## src/rtl/ad7822_reader_if.sv

```systemverilog
// Signal bundle between one AD7822 reader and its ADC pins / downstream sample consumer.
// The master modport is the reader; the slave modport is the ADC plus the sample sink.
interface ad7822_reader_if;
  logic       enable;
  logic [7:0] adc_data;
  logic       eoc_n;
  logic       convst_n;
  logic       cs_n;
  logic       rd_n;
  logic [7:0] data;
  logic       valid;
  logic       busy;
  logic       timeout;

  modport master (
    input  enable, adc_data, eoc_n,
    output convst_n, cs_n, rd_n, data, valid, busy, timeout
  );

  modport slave (
    output enable, adc_data, eoc_n,
    input  convst_n, cs_n, rd_n, data, valid, busy, timeout
  );
endinterface

```

## src/rtl/ad7822_reader.sv

```systemverilog
// AD7822 acquisition front end: paced CONVST, EOC wait with timeout, CS/RD read,
// and a one-cycle valid strobe per published sample.
module ad7822_reader #(
  parameter int unsigned SAMPLE_DIV = 500,
  parameter int unsigned T_CONVST   = 2,
  parameter int unsigned T_RD       = 3,
  parameter int unsigned T_TIMEOUT  = 100
) (
  input logic             i_clock,
  input logic             i_reset_n,
  ad7822_reader_if.master bus
);

  localparam int unsigned CntMaxA = (T_CONVST > T_RD) ? T_CONVST : T_RD;
  localparam int unsigned CntMax  = (CntMaxA > T_TIMEOUT) ? CntMaxA : T_TIMEOUT;
  localparam int unsigned CntW    = $clog2(CntMax + 1);
  localparam int unsigned TmrW    = (SAMPLE_DIV > 1) ? $clog2(SAMPLE_DIV) : 1;

  typedef enum logic [2:0] {StIdle, StConv, StWait, StRead, StDone} state_e;

  state_e            state_q, state_d;
  logic [CntW-1:0]   cnt_q, cnt_d;
  logic [TmrW-1:0]   tmr_q, tmr_d;
  logic              eoc_meta_q, eoc_s_q;
  logic              tick;
  logic              convst_n_q, convst_n_d;
  logic              rd_n_q, rd_n_d;
  logic              valid_q, valid_d;
  logic              busy_q, busy_d;
  logic              timeout_q, timeout_d;
  logic [7:0]        data_q, data_d;

  // EOC_n is asynchronous to i_clock; only the second stage is used.
  always_ff @(posedge i_clock or negedge i_reset_n) begin
    if (!i_reset_n) begin
      eoc_meta_q <= 1'b1;
      eoc_s_q    <= 1'b1;
    end else begin
      eoc_meta_q <= bus.eoc_n;
      eoc_s_q    <= eoc_meta_q;
    end
  end

  assign tick = bus.enable && (tmr_q == TmrW'(SAMPLE_DIV - 1));

  always_comb begin
    tmr_d = '0;
    if (bus.enable && !tick) begin
      tmr_d = tmr_q + 1'b1;
    end
  end

  always_comb begin
    state_d   = state_q;
    cnt_d     = cnt_q;
    timeout_d = timeout_q;
    data_d    = data_q;
    unique case (state_q)
      StIdle: begin
        if (tick) begin
          state_d = StConv;
          cnt_d   = '0;
        end
      end
      StConv: begin
        if (cnt_q == CntW'(T_CONVST - 1)) begin
          state_d = StWait;
          cnt_d   = '0;
        end else begin
          cnt_d = cnt_q + 1'b1;
        end
      end
      StWait: begin
        // EOC takes priority over a timeout landing on the same cycle.
        if (!eoc_s_q) begin
          state_d = StRead;
          cnt_d   = '0;
        end else if (cnt_q == CntW'(T_TIMEOUT - 1)) begin
          state_d   = StIdle;
          cnt_d     = '0;
          timeout_d = 1'b1;
        end else begin
          cnt_d = cnt_q + 1'b1;
        end
      end
      StRead: begin
        if (cnt_q == CntW'(T_RD - 1)) begin
          state_d = StDone;
          cnt_d   = '0;
          data_d  = bus.adc_data;
        end else begin
          cnt_d = cnt_q + 1'b1;
        end
      end
      StDone: begin
        state_d = StIdle;
      end
      default: begin
        state_d = StIdle;
        cnt_d   = '0;
      end
    endcase

    // Outputs are registered from the next state so they line up with the state register.
    convst_n_d = (state_d != StConv);
    rd_n_d     = (state_d != StRead);
    valid_d    = (state_d == StDone);
    busy_d     = (state_d != StIdle);
  end

  always_ff @(posedge i_clock or negedge i_reset_n) begin
    if (!i_reset_n) begin
      state_q    <= StIdle;
      cnt_q      <= '0;
      tmr_q      <= '0;
      convst_n_q <= 1'b1;
      rd_n_q     <= 1'b1;
      valid_q    <= 1'b0;
      busy_q     <= 1'b0;
      timeout_q  <= 1'b0;
      data_q     <= 8'h00;
    end else begin
      state_q    <= state_d;
      cnt_q      <= cnt_d;
      tmr_q      <= tmr_d;
      convst_n_q <= convst_n_d;
      rd_n_q     <= rd_n_d;
      valid_q    <= valid_d;
      busy_q     <= busy_d;
      timeout_q  <= timeout_d;
      data_q     <= data_d;
    end
  end

  assign bus.convst_n = convst_n_q;
  assign bus.cs_n     = rd_n_q;
  assign bus.rd_n     = rd_n_q;
  assign bus.data     = data_q;
  assign bus.valid    = valid_q;
  assign bus.busy     = busy_q;
  assign bus.timeout  = timeout_q;

endmodule
```

## src/flat_wrapper.sv

```systemverilog
// flat-port wrapper written by rule: the top's interface ports become plain ports
module ad7822_reader_flat 
#(
  parameter int unsigned SAMPLE_DIV = 500,
  parameter int unsigned T_CONVST   = 2,
  parameter int unsigned T_RD       = 3,
  parameter int unsigned T_TIMEOUT  = 100
)
  (i_clock, i_reset_n, bus_enable, bus_adc_data, bus_eoc_n, bus_convst_n, bus_cs_n, bus_rd_n, bus_data, bus_valid, bus_busy, bus_timeout);
  ad7822_reader_if bus_i ();
  input logic i_clock;
  input logic i_reset_n;
  input wire logic [$bits(bus_i.enable)-1:0] bus_enable;
  input wire logic [$bits(bus_i.adc_data)-1:0] bus_adc_data;
  input wire logic [$bits(bus_i.eoc_n)-1:0] bus_eoc_n;
  output wire logic [$bits(bus_i.convst_n)-1:0] bus_convst_n;
  output wire logic [$bits(bus_i.cs_n)-1:0] bus_cs_n;
  output wire logic [$bits(bus_i.rd_n)-1:0] bus_rd_n;
  output wire logic [$bits(bus_i.data)-1:0] bus_data;
  output wire logic [$bits(bus_i.valid)-1:0] bus_valid;
  output wire logic [$bits(bus_i.busy)-1:0] bus_busy;
  output wire logic [$bits(bus_i.timeout)-1:0] bus_timeout;
  assign bus_i.enable = bus_enable;
  assign bus_i.adc_data = bus_adc_data;
  assign bus_i.eoc_n = bus_eoc_n;
  assign bus_convst_n = bus_i.convst_n;
  assign bus_cs_n = bus_i.cs_n;
  assign bus_rd_n = bus_i.rd_n;
  assign bus_data = bus_i.data;
  assign bus_valid = bus_i.valid;
  assign bus_busy = bus_i.busy;
  assign bus_timeout = bus_i.timeout;
  ad7822_reader #(.SAMPLE_DIV(SAMPLE_DIV), .T_CONVST(T_CONVST), .T_RD(T_RD), .T_TIMEOUT(T_TIMEOUT)) u_core (.i_clock(i_clock), .i_reset_n(i_reset_n), .bus(bus_i));
endmodule
```

## config.mk

```make
export PLATFORM = sky130hd
export DESIGN_NAME = ad7822_reader_flat
export DESIGN_NICKNAME = d
export VERILOG_FILES = /design/src/rtl/ad7822_reader_if.sv /design/src/rtl/ad7822_reader.sv /design/src/flat_wrapper.sv
export SDC_FILE = /design/constraint.sdc
export NUM_CORES = 1
export LEC_CHECK = 0
export CAP_MARGIN = 20
export CORE_MARGIN = 2
export CORE_UTILIZATION = 35
export DETAILED_ROUTE_END_ITERATION = 16
export GPL_TIMING_DRIVEN = 1
export PLACE_DENSITY = 0.64
export REMOVE_ABC_BUFFERS = 1
export SYNTH_ARGS = -nofsm -noshare
export SYNTH_HDL_FRONTEND = slang
export SYNTH_SLANG_ARGS = --single-unit
```

## constraint.sdc

```tcl
create_clock -name i_clock -period 2.5 [get_ports i_clock]
set_input_delay 0.375 -clock i_clock [delete_from_list [all_inputs] [get_ports i_clock]]
set_output_delay 0.375 -clock i_clock [all_outputs]
set_load 0.01 [all_outputs]
```

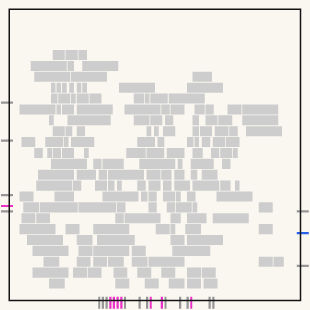
**Above:** run 1 (ports around the boundary).
Drawn at 4 px/µm. Pins as bars across the die edge, other pins in gray.
| port | color | pins | direction | edge |
|---|---|---|---|---|
| bus_data | magenta | 8 | output | 7 south, 1 west |
| bus_valid | blue | 1 | output | east |
die height: 72.46 µm
Die Wd: 72.46 µm
Buffers on Ports: 25

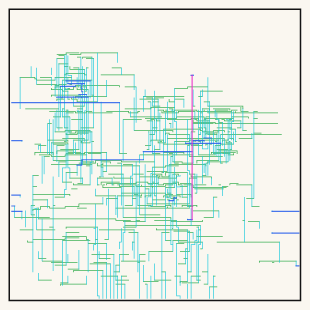
**Above:** run 1 (wiring by layer).
Drawn at 4 px/µm.
| layer | color | wire length |
|---|---|---|
| metal 3 | blue | 121 µm |
| metal 4 | magenta | 36.0 µm |
| metal 1 | green | 1,470 µm |
| metal 2 | cyan | 1,570 µm |

==> impl_metrics.tcl, run 1 <==
# yosys + openroad results
set metrics [dict create \
    timing.hold.ws_ns 0.3560 \
    total_leakage_power_nw 0.9012 \
    max_stage_delay_ns 0.42 \
    critPathMaxFanout 4 \
    buf_share_pct 12.77 \
    pin_count 26 \
    mux_share_pct 6.178 \
    slew_violations 0 \
    netlist_area_um2 1640 \
    status "complete, no violations" \
    ant_nets 0 \
    skew_ns 0.006034 \
    clock_buffers 5 \
    seqCellArea_um2 855.8 \
    finalClockPeriodUsage_pct 74.27 \
    routed_via_density 5.406 \
    r2r_setup_slack_ns 0.64 \
    synth.most_common_cell "dfrtp_1" \
    antennaDiodeCount 0 \
    cpMaxStageDelayCell "dfrtp_1" \
    setup_violations 0 \
    lay_top_count "dfrtp_1" \
    clockRootBuffer "clkbuf_8" \
    final_cells 224 \
    ys_cells 138 \
    highest_layer "met4" \
    holdBufCountCts 0 \
    sh_seq_area_pct 41.20 \
    cp.buffers_inverters 1 \
    cp_top_family "simple AND/OR/NAND/NOR gates" \
    yosys_warnings 0 \
]
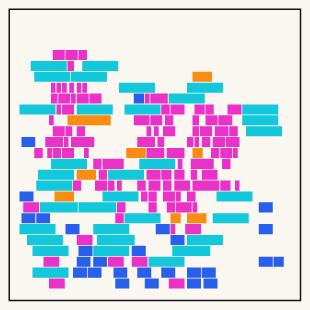
**Above:** run 1 (cells colored by class).
Drawn at 4 px/µm.
| class | color | cells | share of their area |
|---|---|---|---|
| combinational and other logic | magenta | 103 | 39% |
| clock drivers and dummy loads | orange | 8 | 5.7% |
| remaining buffers and delay cells | blue | 27 | 13% |
| sequential cells | cyan | 34 | 43% |

==> run 1 -> run 2 <==
==> constraint.sdc (replaced) <==
create_clock -name i_clock -period 1.9 [get_ports i_clock]
set_input_delay 0.285 -clock i_clock [delete_from_list [all_inputs] [get_ports i_clock]]
set_output_delay 0.285 -clock i_clock [all_outputs]
set_load 0.01 [all_outputs]
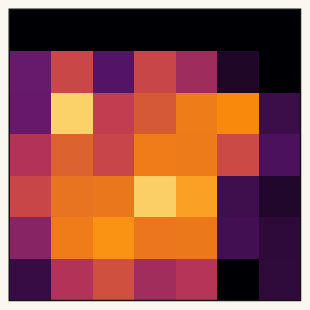
**Above:** run 2 (cell density map).
Drawn at 4 px/µm. The die is cut into 7 by 7 equal tiles; black is low, pale yellow is high, 0 to 100% covered.
mean over tiles: 40%
emptiest ninth of the die: north-east
tiles over 75% full: 8.2%
nearly empty tiles: 18%
densest ninth of the die: center
CORE AREA: 4444 µm²
Initial Util: 36.91%
Util after Layout: 48.34%

==> run 2 against run 1 <==
  * Non-clock buffer count increased by 3
  * Critical endpoint unchanged
  * Cell count increased by 1.8%
  * Sequential share of layout area decreased by 1.4 points
  * Largest power group is now clock
  * Sequential cell count unchanged
==> impl_metrics.tcl, run 2 <==
# yosys + openroad results
set metrics [dict create \
    sh_seq_area_pct 39.84 \
    num-nonclk-inverters 5 \
    power_frac_clock_pct 50.7 \
    die_height_um 72.46 \
    max_stage_delay_ns 0.39 \
    skew_ns 0.008725 \
    crit_path_end "u_core.bus.busy$_DFF_PN0_" \
    timing.slew.headroom_pct 71.25 \
    status "complete, no violations" \
    synth_cell_types 40 \
    hp-start "u_core.eoc_meta_q$_DFF_PN1_" \
    timing.hold.ws_ns 0.3601 \
    portBuffers 25 \
    total_leakage_power_nw 0.9333 \
    clock_buffers 5 \
    yosys_warnings 0 \
    r2r_setup_slack_ns 0.10 \
    ant_nets 0 \
    cp.buffers_inverters 0 \
    seqCellArea_um2 855.8 \
    highest_layer "met4" \
    pin_count 26 \
    cpMaxStageDelayCell "dfrtp_1" \
    buf_share_pct 13.40 \
    setup_violations 0 \
    slew_violations 0 \
    clockRootBuffer "clkbuf_8" \
    fp.dieW_um 72.46 \
    holdBufCountCts 0 \
    synth.most_common_cell "dfrtp_1" \
    lay_top_count "dfrtp_1" \
    ys_cells 138 \
    vias 1216 \
    netlist_area_um2 1640 \
    grtUsageMet3_pct 5.000 \
    cp_top_family "simple AND/OR/NAND/NOR gates" \
    routed_via_density 5.333 \
]
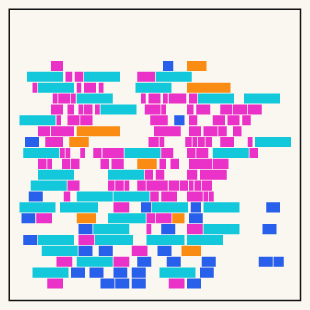
**Above:** run 2 (cells colored by class).
Drawn at 4 px/µm.
| class | color | cells | share of their area |
|---|---|---|---|
| remaining buffers and delay cells | blue | 30 | 14% |
| sequential cells | cyan | 34 | 41% |
| combinational and other logic | magenta | 104 | 38% |
| clock drivers and dummy loads | orange | 8 | 6.6% |

No activity file was given, so power comes from the tool's default toggle rates.
